<file path="src/rtl/alu_seq.sv">
// Registered multi-function ALU with NZCV flag register and Start/Ready/Done handshake.
// Single-cycle ops complete on the accepting edge; MUL runs an iterative shift-add over WIDTH edges.
module alu_seq #(
    parameter int WIDTH = 32,
    parameter int SHW   = $clog2(WIDTH)
) (
    input  logic             CLK,
    input  logic             RESETn,
    input  logic             Start,
    input  logic [3:0]       ALUControl,
    input  logic             S,
    input  logic [WIDTH-1:0] Src_A,
    input  logic [WIDTH-1:0] Src_B,
    output logic             Ready,
    output logic             Done,
    output logic [WIDTH-1:0] ALUResult,
    output logic [3:0]       ALUFlags
);

    typedef enum logic {ST_IDLE, ST_MUL} state_t;

    localparam logic [3:0] OP_ADD = 4'h0;
    localparam logic [3:0] OP_SUB = 4'h1;
    localparam logic [3:0] OP_AND = 4'h2;
    localparam logic [3:0] OP_ORR = 4'h3;
    localparam logic [3:0] OP_EOR = 4'h4;
    localparam logic [3:0] OP_ADC = 4'h5;
    localparam logic [3:0] OP_SBC = 4'h6;
    localparam logic [3:0] OP_RSB = 4'h7;
    localparam logic [3:0] OP_LSL = 4'h8;
    localparam logic [3:0] OP_LSR = 4'h9;
    localparam logic [3:0] OP_ASR = 4'hA;
    localparam logic [3:0] OP_ROR = 4'hB;
    localparam logic [3:0] OP_MUL = 4'hC;

    localparam logic [SHW-1:0] CNT_LAST = SHW'(WIDTH - 1);

    state_t           state_q;
    logic             ready_q;
    logic             done_q;
    logic [WIDTH-1:0] result_q;
    logic [3:0]       flags_q;
    logic [WIDTH-1:0] mcand_q;
    logic [WIDTH-1:0] mplier_q;
    logic [WIDTH-1:0] acc_q;
    logic [SHW-1:0]   cnt_q;
    logic             s_q;

    logic [WIDTH-1:0]   op_x;
    logic [WIDTH-1:0]   op_y;
    logic               op_cin;
    logic [WIDTH:0]     sum;
    logic               arith_v;
    logic [SHW-1:0]     amt;
    logic [WIDTH:0]     lsl_ext;
    logic [WIDTH:0]     lsr_ext;
    logic [WIDTH:0]     asr_ext;
    logic [2*WIDTH-1:0] ror_ext;
    logic [WIDTH-1:0]   alu_res;
    logic               alu_c;
    logic               alu_v;
    logic               alu_wr;
    logic [3:0]         alu_flags;
    logic [WIDTH-1:0]   mul_add;
    logic [3:0]         mul_flags;

    // Operand steering for the shared adder; carry-in comes from the flag register at accept time.
    always_comb begin
        op_x   = Src_A;
        op_y   = Src_B;
        op_cin = 1'b0;
        case (ALUControl)
            OP_SUB: begin
                op_y   = ~Src_B;
                op_cin = 1'b1;
            end
            OP_ADC: op_cin = flags_q[1];
            OP_SBC: begin
                op_y   = ~Src_B;
                op_cin = flags_q[1];
            end
            OP_RSB: begin
                op_x   = Src_B;
                op_y   = ~Src_A;
                op_cin = 1'b1;
            end
            default: ;
        endcase
        sum     = {1'b0, op_x} + {1'b0, op_y} + {{WIDTH{1'b0}}, op_cin};
        arith_v = (op_x[WIDTH-1] == op_y[WIDTH-1]) && (sum[WIDTH-1] != op_x[WIDTH-1]);
    end

    // Shifters carry one extra bit so the last bit shifted out lands at a fixed position.
    always_comb begin
        amt     = Src_B[SHW-1:0];
        lsl_ext = {1'b0, Src_A} << amt;
        lsr_ext = {Src_A, 1'b0} >> amt;
        asr_ext = $signed({Src_A, 1'b0}) >>> amt;
        ror_ext = {Src_A, Src_A} >> amt;
    end

    always_comb begin
        alu_res = '0;
        alu_c   = flags_q[1];
        alu_v   = flags_q[0];
        alu_wr  = 1'b1;
        case (ALUControl)
            OP_ADD, OP_SUB, OP_ADC, OP_SBC, OP_RSB: begin
                alu_res = sum[WIDTH-1:0];
                alu_c   = sum[WIDTH];
                alu_v   = arith_v;
            end
            OP_AND: alu_res = Src_A & Src_B;
            OP_ORR: alu_res = Src_A | Src_B;
            OP_EOR: alu_res = Src_A ^ Src_B;
            OP_LSL: begin
                alu_res = lsl_ext[WIDTH-1:0];
                if (amt != '0) alu_c = lsl_ext[WIDTH];
            end
            OP_LSR: begin
                alu_res = lsr_ext[WIDTH:1];
                if (amt != '0) alu_c = lsr_ext[0];
            end
            OP_ASR: begin
                alu_res = asr_ext[WIDTH:1];
                if (amt != '0) alu_c = asr_ext[0];
            end
            OP_ROR: begin
                alu_res = ror_ext[WIDTH-1:0];
                if (amt != '0) alu_c = ror_ext[WIDTH-1];
            end
            default: alu_wr = 1'b0;
        endcase
        alu_flags = {alu_res[WIDTH-1], (alu_res == '0), alu_c, alu_v};
    end

    always_comb begin
        mul_add   = mplier_q[0] ? (acc_q + mcand_q) : acc_q;
        mul_flags = {mul_add[WIDTH-1], (mul_add == '0), flags_q[1:0]};
    end

    // state  | meaning
    // IDLE   | Ready high; non-MUL ops complete on the accepting edge
    // MUL    | one shift-add iteration per edge, WIDTH edges total
    always_ff @(posedge CLK or negedge RESETn) begin
        if (!RESETn) begin
            state_q  <= ST_IDLE;
            ready_q  <= 1'b1;
            done_q   <= 1'b0;
            result_q <= '0;
            flags_q  <= '0;
            mcand_q  <= '0;
            mplier_q <= '0;
            acc_q    <= '0;
            cnt_q    <= '0;
            s_q      <= 1'b0;
        end else begin
            done_q <= 1'b0;
            case (state_q)
                ST_IDLE: begin
                    if (Start) begin
                        if (ALUControl == OP_MUL) begin
                            mcand_q  <= Src_A;
                            mplier_q <= Src_B;
                            acc_q    <= '0;
                            cnt_q    <= '0;
                            s_q      <= S;
                            ready_q  <= 1'b0;
                            state_q  <= ST_MUL;
                        end else begin
                            result_q <= alu_res;
                            if (S && alu_wr) flags_q <= alu_flags;
                            done_q   <= 1'b1;
                        end
                    end
                end
                ST_MUL: begin
                    acc_q    <= mul_add;
                    mcand_q  <= mcand_q << 1;
                    mplier_q <= mplier_q >> 1;
                    cnt_q    <= cnt_q + 1'b1;
                    if (cnt_q == CNT_LAST) begin
                        result_q <= mul_add;
                        if (s_q) flags_q <= mul_flags;
                        done_q   <= 1'b1;
                        ready_q  <= 1'b1;
                        cnt_q    <= '0;
                        state_q  <= ST_IDLE;
                    end
                end
                default: state_q <= ST_IDLE;
            endcase
        end
    end

    assign Ready     = ready_q;
    assign Done      = done_q;
    assign ALUResult = result_q;
    assign ALUFlags  = flags_q;

endmodule

</file>
<file path="config.mk">
export PLATFORM = sky130hd
export DESIGN_NAME = alu_seq
export DESIGN_NICKNAME = d
export VERILOG_FILES = /design/src/rtl/alu_seq.sv
export SDC_FILE = /design/constraint.sdc
export NUM_CORES = 1
export LEC_CHECK = 0
export CAP_MARGIN = 20
export CELL_PAD_IN_SITES_DETAIL_PLACEMENT = 1
export CELL_PAD_IN_SITES_GLOBAL_PLACEMENT = 2
export CORE_MARGIN = 4
export CORE_UTILIZATION = 37
export DETAILED_ROUTE_END_ITERATION = 8
export HOLD_SLACK_MARGIN = 0.08
export PLACE_DENSITY_LB_ADDON = 0.1
export SLEW_MARGIN = 10
export SYNTH_ARGS = -nofsm -noshare
export SYNTH_HDL_FRONTEND = slang
export SYNTH_SLANG_ARGS = --single-unit
</file>
<file path="constraint.sdc">
create_clock -name CLK -period 4.56 [get_ports CLK]
set_input_delay 0.912 -clock CLK [delete_from_list [all_inputs] [get_ports CLK]]
set_output_delay 0.912 -clock CLK [all_outputs]
set_load 0.01 [all_outputs]
</file>
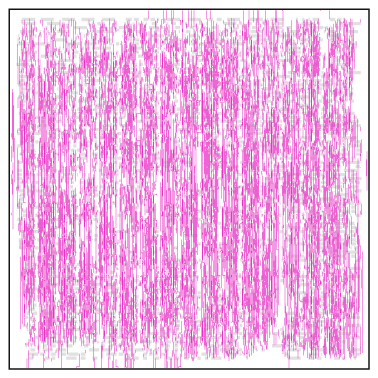
(the metal 2 layer)
Drawn at 1.5 px/um. Cells faint in the background.
longest straight run: 116 um
share of all routed wire: 44%
wire length on this layer: 53.8 mm

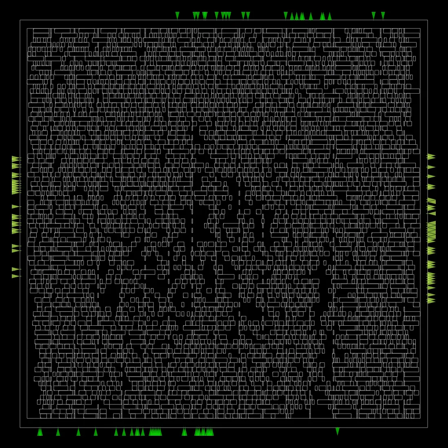
(cell outlines without signal wires)
non-filler cells, final: 3961
tap cells: 688
Core Area: 52700 um^2
final core utilization: 0.525

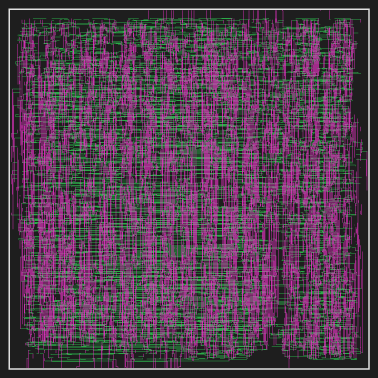
(signal wires by layer)
Drawn at 1.5 px/um. Two of the layers only.
[green] M1 | wire length: 48.1 mm
[magenta] M2 | wire length: 53.8 mm
total track usage: 0.412
total number of vias: 25622
Post-Route WL: 121000 um
post-DR wirelength/cell: 30.6 um

==> flow_metrics.env <==
# physical design summary
export IMPL_outcome="complete, but fails checks"
export IMPL_violations="negative setup slack"
export IMPL_top_power_group="combinational cells"
export IMPL_start_kind="input port"
export IMPL_overflow=0
export IMPL_fp_nets=2843
export IMPL_edf_count=0
export IMPL_yosysWarnings=0
export IMPL_yosysTopAreaCell="dfrtp_1"
export IMPL_topCellsByArea="dfrtp_1, ha_1, mux4_2"
export IMPL_ys_sh_xor=0.0142
export IMPL_p_comb_frac=0.627
export IMPL_grt_pass1_wl_um=175000
export IMPL_setup_ws_ps=-165
export IMPL_synthDominantCellAreaShare=0.178
export IMPL_switchingPower_mw=4.68
export IMPL_grt_pass1_vias=25811
export IMPL_wirelength_met1_um=48100
export IMPL_drc=0
export IMPL_holdBufCountCts=0
export IMPL_simple_gate_share=0.209
export IMPL_min_period_ps=4720
export IMPL_tightest_slew_ps=1230
export IMPL_reg2reg_depth=15
export IMPL_cts_setup_buffers=12
export IMPL_cts_tree="built"
export IMPL_clk_share=0.0220
export IMPL_drt_iter0_drc=2681
export IMPL_endpoint="ALUFlags[2]"
export IMPL_worst_path_stages=20
export IMPL_design_seq_count=141
export IMPL_met1_usage=0.522
export IMPL_leakage_nw=12.5
export IMPL_cts_root_buf="clkbuf_16"
export IMPL_floorplan_core_util=0.375
export IMPL_synth_top_cell_by_count="nand2_1"
export IMPL_place_congestion=1.08
export IMPL_fin_skew_ps=19.1
export IMPL_synth_cell_types=94
export IMPL_ant_nets=0
export IMPL_worst_ep_arrival_time_ps=5140
export IMPL_swShare=0.470
export IMPL_flop_area_um2=3530
export IMPL_hold_worst_slack_ps=458
export IMPL_synthFlopType="dfrtp_1"
export IMPL_warning_count=67
export IMPL_dp_cells=3902
export IMPL_met3_usage=0.0884
export IMPL_p_int_mw=5.28
export IMPL_dieArea_um2=57100
export IMPL_route_met2_wl_um=53800
export IMPL_yosysSeqAreaShare=0.179
export IMPL_non_clock_buffer_area_share=0.252
export IMPL_antenna_found_initial=5
export IMPL_cp_slowest_cell="or4_4"
export IMPL_setup_viol=5
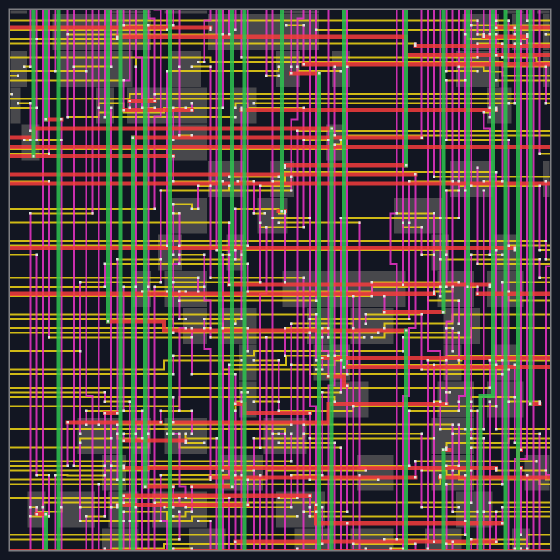
(layout detail)
Window x 99 to 139, y 99 to 139 um. Cells in grey, sequential cells in the stronger grey; small squares are vias.
[green] M4
[yellow] M1
[red] M3
[magenta] M2
sequential cells in the window: 0
most frequent: buf_4 (13), nor2_1 (9), nand2_1 (5)
cells with their middle in the window: 66

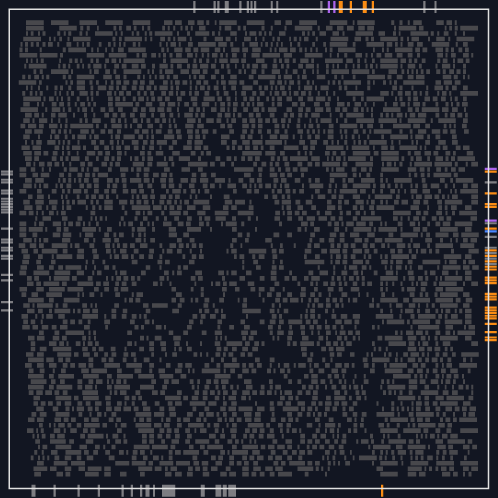
(pin placement)
Drawn at 2 px/um. Pins as bars across the die edge, other pins in grey.
[orange] `ALUResult` | pins: 32 | direction: output | edge: 25 east, 6 north, 1 south
[blue] `Ready` | pins: 1 | direction: output | edge: east
[purple] `ALUFlags` | pins: 4 | direction: output | edge: 2 north, 2 east
all pins by edge: 35 east, 30 south, 23 west, 22 north
Die Span X: 239 um
I/O Buffers: 109

